## config.mk

```make
export PLATFORM = sky130hd
export DESIGN_NAME = arm_prog_loader
export DESIGN_NICKNAME = d
export VERILOG_FILES = /design/src/rtl/arm_loader_pkg.sv /design/src/rtl/arm_word_packer.sv /design/src/rtl/arm_prog_loader.sv
export SDC_FILE = /design/constraint.sdc
export NUM_CORES = 1
export LEC_CHECK = 0
export ABC_CLOCK_PERIOD_IN_PS = 3600
export CORE_MARGIN = 5
export CORE_UTILIZATION = 25
export DETAILED_ROUTE_END_ITERATION = 8
export SYNTH_ARGS = -nofsm -noshare
export SYNTH_HDL_FRONTEND = slang
export SYNTH_HIERARCHICAL = 1
export SYNTH_SLANG_ARGS = --single-unit
```

## constraint.sdc

```tcl
create_clock -name clk -period 3.6 [get_ports clk]
set_input_delay 0.72 -clock clk [delete_from_list [all_inputs] [get_ports clk]]
set_output_delay 0.72 -clock clk [all_outputs]
set_load 0.02 [all_outputs]
```

## src/rtl/arm_loader_pkg.sv

```systemverilog
// rtl/arm_loader_pkg.sv - shared state encodings and memory-size constants for the program loader
package arm_loader_pkg;

    localparam int INS_MEM_SIZE  = 32;
    localparam int DATA_MEM_SIZE = 64;
    localparam int WORD_CNT_W    = 7;

    typedef enum logic [2:0] {
        LOAD_INS = 3'd0,
        LOAD_DAT = 3'd1,
        CHECK    = 3'd2,
        RUN      = 3'd3,
        ERROR    = 3'd4
    } loader_state_t;

    function automatic logic is_loading(input loader_state_t s);
        return (s == LOAD_INS) || (s == LOAD_DAT) || (s == CHECK);
    endfunction

endpackage

```

## src/rtl/arm_word_packer.sv

```systemverilog
// rtl/arm_word_packer.sv - little-endian byte-to-word assembler with one-cycle word_valid pulse
module arm_word_packer (
    input  logic        clk,
    input  logic        rst,
    input  logic        byte_valid,
    input  logic [7:0]  byte_data,
    output logic        word_valid,
    output logic [31:0] word_data
);

    logic [1:0]  byte_cnt;
    logic [23:0] shift_q;

    // First three bytes shift in from the top so byte 0 ends up in [7:0]
    always_ff @(posedge clk) begin
        if (rst) begin
            byte_cnt <= 2'd0;
            shift_q  <= 24'd0;
        end else if (byte_valid) begin
            byte_cnt <= byte_cnt + 2'd1;
            shift_q  <= {byte_data, shift_q[23:8]};
        end
    end

    // Fourth byte completes the word combinationally so the top can register it on the same edge
    always_comb begin
        word_valid = byte_valid && (byte_cnt == 2'd3);
        word_data  = {byte_data, shift_q};
    end

endmodule

```

## src/rtl/arm_prog_loader.sv

```systemverilog
// rtl/arm_prog_loader.sv - boot loader writing instruction/data memories and verifying a trailing checksum
module arm_prog_loader
    import arm_loader_pkg::*;
(
    input  logic        clk,
    input  logic        rst,
    input  logic        in_valid,
    input  logic [7:0]  in_data,
    output logic        in_ready,
    output logic        ins_we,
    output logic [31:0] ins_addr,
    output logic [31:0] ins_wdata,
    output logic        dat_we,
    output logic [31:0] dat_addr,
    output logic [31:0] dat_wdata,
    output logic        cpu_rst,
    output logic        done,
    output logic        err
);

    loader_state_t           state_q;
    loader_state_t           state_d;
    logic [WORD_CNT_W-1:0]   word_cnt;
    logic [31:0]             sum_q;
    logic                    xfer;
    logic                    word_valid;
    logic [31:0]             word_data;
    logic                    last_ins;
    logic                    last_dat;
    logic [31:0]             word_addr;

    assign xfer      = in_valid & in_ready;
    assign last_ins  = (word_cnt == WORD_CNT_W'(INS_MEM_SIZE - 1));
    assign last_dat  = (word_cnt == WORD_CNT_W'(DATA_MEM_SIZE - 1));
    assign word_addr = {{(30 - WORD_CNT_W){1'b0}}, word_cnt, 2'b00};

    arm_word_packer u_packer (
        .clk        (clk),
        .rst        (rst),
        .byte_valid (xfer),
        .byte_data  (in_data),
        .word_valid (word_valid),
        .word_data  (word_data)
    );

    // State register
    always_ff @(posedge clk) begin
        if (rst) begin
            state_q <= LOAD_INS;
        end else begin
            state_q <= state_d;
        end
    end

    // Phase sequencing on each completed word; RUN and ERROR hold until reset
    always_comb begin
        state_d = state_q;
        case (state_q)
            LOAD_INS: if (word_valid && last_ins) state_d = LOAD_DAT;
            LOAD_DAT: if (word_valid && last_dat) state_d = CHECK;
            CHECK:    if (word_valid) state_d = (word_data == sum_q) ? RUN : ERROR;
            RUN:      state_d = RUN;
            ERROR:    state_d = ERROR;
            default:  state_d = ERROR;
        endcase
    end

    // Registered memory writes, word counter, running sum and status outputs
    always_ff @(posedge clk) begin
        if (rst) begin
            ins_we    <= 1'b0;
            ins_addr  <= 32'd0;
            ins_wdata <= 32'd0;
            dat_we    <= 1'b0;
            dat_addr  <= 32'd0;
            dat_wdata <= 32'd0;
            word_cnt  <= '0;
            sum_q     <= 32'd0;
            in_ready  <= 1'b0;
            cpu_rst   <= 1'b1;
            done      <= 1'b0;
            err       <= 1'b0;
        end else begin
            ins_we   <= 1'b0;
            dat_we   <= 1'b0;
            in_ready <= is_loading(state_d);
            done     <= (state_d == RUN);
            err      <= (state_d == ERROR);
            cpu_rst  <= (state_d != RUN);
            if (word_valid && state_q == LOAD_INS) begin
                ins_we    <= 1'b1;
                ins_addr  <= word_addr;
                ins_wdata <= word_data;
                sum_q     <= sum_q + word_data;
                word_cnt  <= last_ins ? '0 : word_cnt + 1'b1;
            end else if (word_valid && state_q == LOAD_DAT) begin
                dat_we    <= 1'b1;
                dat_addr  <= word_addr;
                dat_wdata <= word_data;
                sum_q     <= sum_q + word_data;
                word_cnt  <= last_dat ? '0 : word_cnt + 1'b1;
            end
        end
    end

endmodule

```

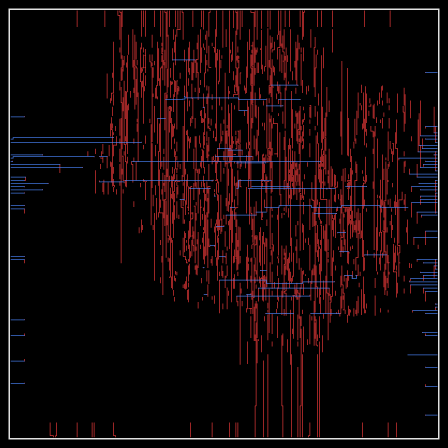
*Metal layers overlaid, run 1*
Only two layers are drawn.
| layer | colour | wire length |
|---|---|---|
| metal 3 | blue | 1240 um |
| metal 2 | red | 9630 um |

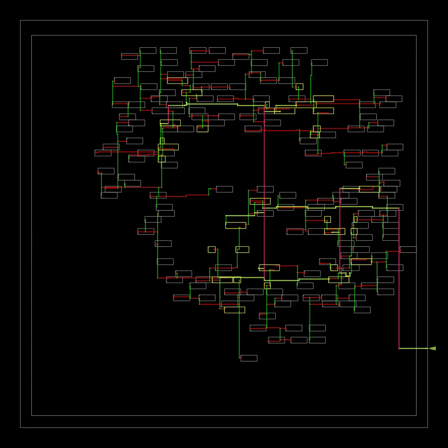
*The clock network, run 1*
number of CTS-inserted buffers: 17
clock buf count: 19
largest clock skew in the final design: 0.0129 ns
source-to-sink clock delay at the later pin of the worst-skew pair: 0.43 ns
clock sink total: 152

==> design notes, run 1 <==
The run finished with clean final reports. The most frequently used flop master after synthesis is sky130_fd_sc_hd__dfxtp_1. The yosys-reported design area after synthesis came out at 7530 um2.

The number of global-route vias before repair was 6050; the total congestion overflow was 0. The pin count of the biggest net entering global routing came out at 100. The worst hold path belongs to the class flop to flop. TritonCTS built the clock tree. The report shows a maximum critical-path fanout of 4. The HPWL after detailed placement is 15000 um. The tools report the root buffer cell as sky130_fd_sc_hd__clkbuf_16. The minimum clock period after layout was 2.98 ns; the total detailed-routing wirelength was 20800 um.

The inverter count came out at 8. Count of inserted tapcells: 390. Setup repair after global routing left no endpoint under its margin.

For the initial DRC count, the log shows 412. For this design the top-level I/O count stands at 145. Count of cells resized by post-cts repair: 0. The routed design shows a wire length per standard cell of 14.8 um.

The tools report the tally of unique sky130hd cells used after synthesis as 61. The tools report the number of search-and-repair iterations in the first detailed-routing pass as 5. Non-clock buffers make up 11.7% of the layout cell area. The async set-reset flop share out of synthesis was 0%; the cell depth of the worst flop-to-flop path was 11. The critical path startpoint category was a flop. The post-synthesis instance total was 938.

Registers take 3040 um2. The die is 184 um wide. The count of endpoints failing setup in the final report was 0.

According to the floorplan report, the placeable core area is 29700 um2.
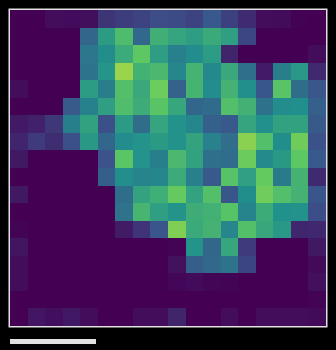
*Placement density heat map, run 1*
Bar = 50 um. 18 x 18 tiles, from dark purple (low) to yellow (high), 0 to 100% covered.
nearly empty tiles: 36%
tiles over 75% full: 2.8%
fullest tile: 84%
emptiest ninth of the die: south-west

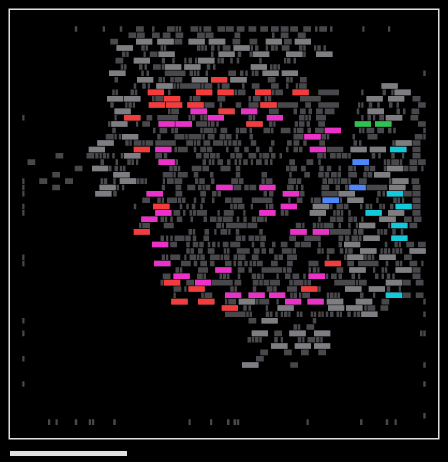
*Where the registers sit, run 1*
Bar = 50 um. Other sequential cells in the stronger grey, the rest of the logic in the fainter grey.
| signal | colour | flops |
|---|---|---|
| u_packer/byte_cnt | green | 2 |
| sum_q | magenta | 32 |
| u_packer/shift_q | red | 24 |
| ins_addr | cyan | 7 |
| state_q | blue | 3 |
not coloured: 84

==> run 1: stage by stage <==
stage	setup slack (ns)	cells	hold slack [ns]	instance area (um2)	util [%]
after floorplan	0.851	987	0.436	7710	-
after global placement	0.518	1375	0.443	8600	28.9
after detailed placement	0.462	1375	0.447	8600	28.9
after CTS	0.596	1407	0.456	9150	30.8
after global routing	0.460	1407	0.468	9150	30.8
final	0.619	1407	0.452	9150	30.8
==> run 1: cell usage in the layout (no fill, tap or decap), drive strengths merged, types with 5 or more instances in the layout <==
master,synthesis,routed
nand2,228,228
dfxtp,152,152
a21oi,131,131
clkdlybuf4s50,0,93
nor2,68,68
conb,1,50
ha,33,33
mux2i,25,25
clkbuf,38,19
o21ai,17,17
xnor2,16,16
buf,72,15
xor2,14,14
a21o,14,14
nor3,14,14
inv,7,13
nor4,11,11
nand3,8,8
nand4,7,7
and2,6,6
or3,6,6
o21a,6,6
a211oi,6,6
and3,5,5
a31oi,5,5
clkinv,1,5
==> run 1: kinds of logic (layout without fill, tap and decap cells) <==
kind of cell	count (synthesis)	in the layout	synth area share [%]
buf+inv	118	148	9.45
simple gates	366	366	20.7
fa+ha+maj	34	34	5.75
compound gates	212	212	16.8
xor+xnor	30	30	3.49
mux	25	25	3.32
flops	152	152	40.4
other cells	1	50	0.0498
==> run 1: worst max-delay path, stage by stage, from the launching register on <==
cell,delay [ns]
sky130_fd_sc_hd__dfxtp_1,0.34
sky130_fd_sc_hd__ha_1,0.22
sky130_fd_sc_hd__fa_1,0.44
sky130_fd_sc_hd__a211oi_2,0.26
sky130_fd_sc_hd__nor2_2,0.10
sky130_fd_sc_hd__o311a_1,0.39
sky130_fd_sc_hd__o2111a_2,0.29
sky130_fd_sc_hd__nor2_2,0.19
sky130_fd_sc_hd__o211a_1,0.26
sky130_fd_sc_hd__a21oi_1,0.10
sky130_fd_sc_hd__xnor2_1,0.16
sky130_fd_sc_hd__o22ai_1,0.10
==> run 1: routing by layer <==
layer,up-vias,track usage (%),wire (um)
li1,3238,-,-
met1,2957,15.9,9570
met2,152,19.7,9630
met3,19,3.09,1240
met4,0,3.90,367
met5,-,0,0
==> run 1: registers in the layout (all words and copies together) (netlist names), 2 cells and up <==
| signal | count |
|---|---|
| u_packer/byte_cnt | 2 |
| ins_wdata | 32 |
| ins_addr | 7 |
| u_packer/shift_q | 24 |
| state_q | 3 |
| dat_addr | 7 |
| word_cnt | 7 |
| sum_q | 32 |
| dat_wdata | 32 |
==> run 1: report_power, final <==
part / switching (mW) / internal (mW) / total (mW) / leakage, nW
logic: 0.132 / 0.0465 / 0.178 / 1.96
registers: 0.0147 / 1.69 / 1.70 / 1.23
clock network: 0.778 / 0.919 / 1.70 / 0.266
==> run 1: worst max path at each step <==
stage,start,to,cells after the start
2_1_floorplan,in_valid,ins_addr[2],12
3_3_place_gp,in_valid,word_cnt[6],11
6_report,u_packer/shift_q[0],sum_q[28],11
4_1_cts,u_packer/shift_q[0],sum_q[28],11
5_1_grt,u_packer/shift_q[0],sum_q[28],11
3_5_place_dp,in_data[0],state_q[1],9
### Signal metal coverage by tile, run 1

37 x 37 tiles, from dark purple (low) to yellow (high), scaled to the fullest tile. Values are wire area over tile area, all layers added.
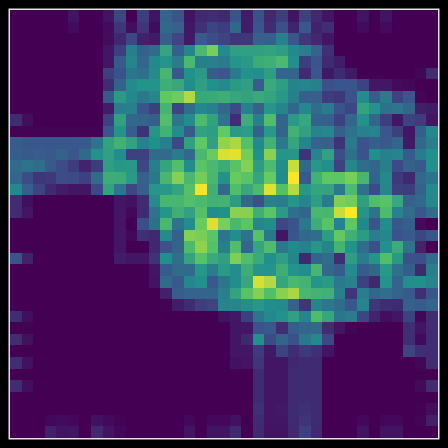

--- run 2 (diff from run 1) ---
Settings changed: ABC_CLOCK_PERIOD_IN_PS 3600 to 3100.
Clock period 3.6 ns to 3.1 ns, I/O delays scaled along.
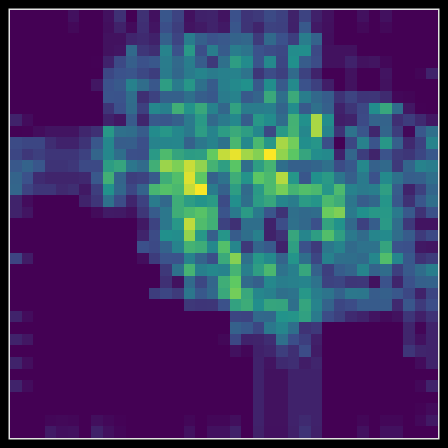
*Signal metal coverage by tile, run 2*
37 x 37 tiles, from dark purple (low) to yellow (high), scaled to the fullest tile. Values are wire area over tile area, all layers added.
fullest tile: 0.55
emptiest ninth of the die: south-west
tiles over half the peak: 11%
nearly empty tiles: 38%
mean over tiles: 0.11

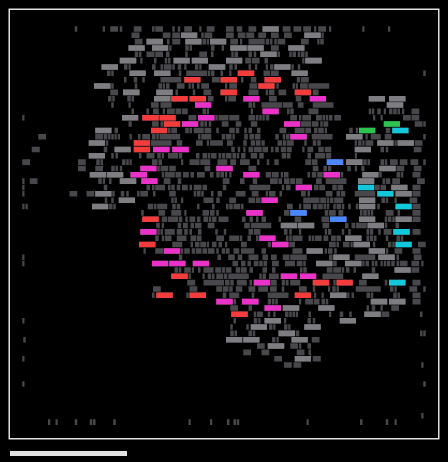
*Where the registers sit, run 2*
Bar = 50 um. Other sequential cells in the stronger grey, the rest of the logic in the fainter grey.
| signal | colour | flops |
|---|---|---|
| u_packer/shift_q | red | 24 |
| sum_q | magenta | 32 |
| state_q | blue | 3 |
| u_packer/byte_cnt | green | 2 |
| ins_addr | cyan | 7 |
not coloured: 84

==> run 2 against run 1 <==
Total power increased by 19%. Sequential power increased by 16%. Largest power group is now the clock network. Combinational power up 26%. Die size is the same. Highest routed layer unchanged. Sequential share of layout area fell by 0.58 points. Cell area up 1.8%. Sequential cell count did not move. Worst setup slack lost 0.45 ns. Clock skew decreased by 0.0030 ns.
==> design notes, run 2 <==
The total congestion overflow was 0 (unchanged); the final-layout worst hold slack was 0.453 ns (was 0.452 ns). Largest regs: dat_wdata: 32 flops, ins_wdata: 32 flops, sum_q: 32 flops (unchanged). For the count of endpoints failing setup in the final report, the log shows 0 (unchanged).

Setup repair after global routing left no endpoint under its margin. The run gives 6 (unchanged) for the number of synthesis warnings. The flow ran to the end, and the final reports show no timing, DRC or antenna violations.

The initial DRC count was 528 (was 412); the post-place setup slack was 0.0360 ns (was 0.462 ns). The run gives 0% (unchanged) for the async set-reset flop share out of synthesis. The master of the slowest instance on the critical path was sky130_fd_sc_hd__fa_1 (unchanged). TritonCTS built the clock tree.

Worst setup margin: 0.172 ns (was 0.619 ns). Cell breakdown of the critical path: ha_1 > fa_1 > a211oi_2 > nor2_2 > o311a_1 > o2111a_2 > nor2_2 > o211a_1 > a21oi_1 > xnor2_1 > o22ai_1 (unchanged). The run gives 15600 um (was 15000 um) for the detailed-placement wirelength estimate.

The placed cell area came out at 8720 um2 (was 8600 um2). The run gives 1424 (was 1407) for the tally of non-filler cells in the final layout. The minimum clock period after layout is 2.93 ns (was 2.98 ns), and the count of cells resized by post-cts repair is 0 (unchanged). The run gives 31.3% (was 30.8%) for the fraction of the core area covered by cells at the end of the flow.

The post-route cell area was 9320 um2 (was 9150 um2). For the clock sink count, the log shows 152 (unchanged). The tools report the root buffer cell as sky130_fd_sc_hd__clkbuf_16 (unchanged). The post-placement cell count came out at 1392 (was 1375). Commonest cells after routing, fill and taps aside: sky130_fd_sc_hd__nand2_1 (226), sky130_fd_sc_hd__dfxtp_1 (152), sky130_fd_sc_hd__a21oi_1 (131) (unchanged). The number of OpenROAD warnings was 28 (was 26).

The path category of the worst min-delay check was flop to flop (unchanged). The classification of the worst setup path is flop to flop (unchanged). The yosys-reported design area after synthesis is 7530 um2 (unchanged), and the post-synthesis instance total is 938 (unchanged). Maximum net fanout on the critical path: 4 (unchanged). The critical path startpoint category is a flop (unchanged).

The TritonCTS buffer count came out at 17 (unchanged). The tools report the number of global-route vias before repair as 6165 (was 6050). The run gives 0.00986 ns (was 0.0129 ns) as the clock skew after layout. The number of top-level design ports is 145 (unchanged). Horizontal extent of the die: 184 um (unchanged). Total detailed-routing wirelength: 21900 um (was 20800 um).

The critical path's most frequent cell is sky130_fd_sc_hd__nor2_2 (unchanged). The number of search-and-repair iterations in the first detailed-routing pass came out at 5 (unchanged). Tally of unique sky130hd cells used after synthesis: 61 (unchanged). The clock insertion delay at the later pin of the skew report was 0.43 ns (about the same); the count of flip-flops with a built-in enable after synthesis was 0 (unchanged). Per-cell routed wire length: 15.4 um (was 14.8 um).
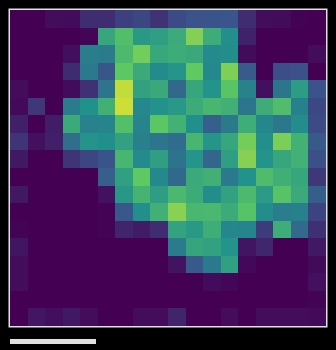
*Placement density heat map, run 2*
Bar = 50 um. 18 x 18 tiles, from dark purple (low) to yellow (high), 0 to 100% covered.
mean over tiles: 26%
fullest tile: 93%
emptiest ninth of the die: south-west
tiles over 75% full: 3.1%
nearly empty tiles: 34%

[run 2: final timing paths]
path | cells after the start | startpoint | endpoint | slack (ns)
max | 11 | u_packer/shift_q[0] | sum_q[28] | 0.17
min | 2 | ins_wdata[4] | ins_wdata[4] | 0.45
max reg2reg | 11 | u_packer/shift_q[0] | sum_q[28] | 0.17
min reg2reg | 2 | ins_wdata[4] | ins_wdata[4] | 0.45
[run 2: critical path: cells and delay by family, from the launching register on]
family / cells / cell delay, ns
xor gates and xnor gates: 1 / 0.13
adders and majority gates: 2 / 0.66
AOI/OAI and AO/OA: 6 / 1.45
and+or+nand+nor: 2 / 0.28
DFF: 1 / 0.34
[run 2: area by class of cell]
| class | instances | area (um2) |
|---|---|---|
| Clock buffer | 19 | 453 |
| Clock inverter | 13 | 138 |
| Fill cell | 3131 | 20400 |
| Inverter | 8 | 30.0 |
| Multi-Input combinational cell | 717 | 3970 |
| Sequential cell | 152 | 3040 |
| Tap cell | 390 | 488 |
| Timing Repair Buffer | 125 | 1200 |
[run 2: metal layers]
layer  up-vias  part of all wire, %  track usage [%]
li1       3255                    -                -
met1      3090                   46             16.9
met2       188                   45             19.7
met3        31                  6.4             3.11
met4         0                  3.0             5.10
met5         -                    0                0
[run 2: logic make-up after synthesis]
logic type | synth area share, %
AND/OR/NAND/NOR | 20.7
other | 0.0498
XOR/XNOR | 3.49
multiplexers | 3.32
adder cells (fa/ha/maj) | 5.75
flip-flops | 40.4
buffers and inverters | 9.45
AND-OR/OR-AND | 16.8
[run 2: power breakdown]
| group | total (mW) | switching [mW] | internal, mW |
|---|---|---|---|
| sequential | 1.97 | 0.0118 | 1.96 |
| clock | 2.07 | 0.904 | 1.17 |
| combinational | 0.225 | 0.164 | 0.0611 |
No activity file was given, so power comes from the tool's default toggle rates.
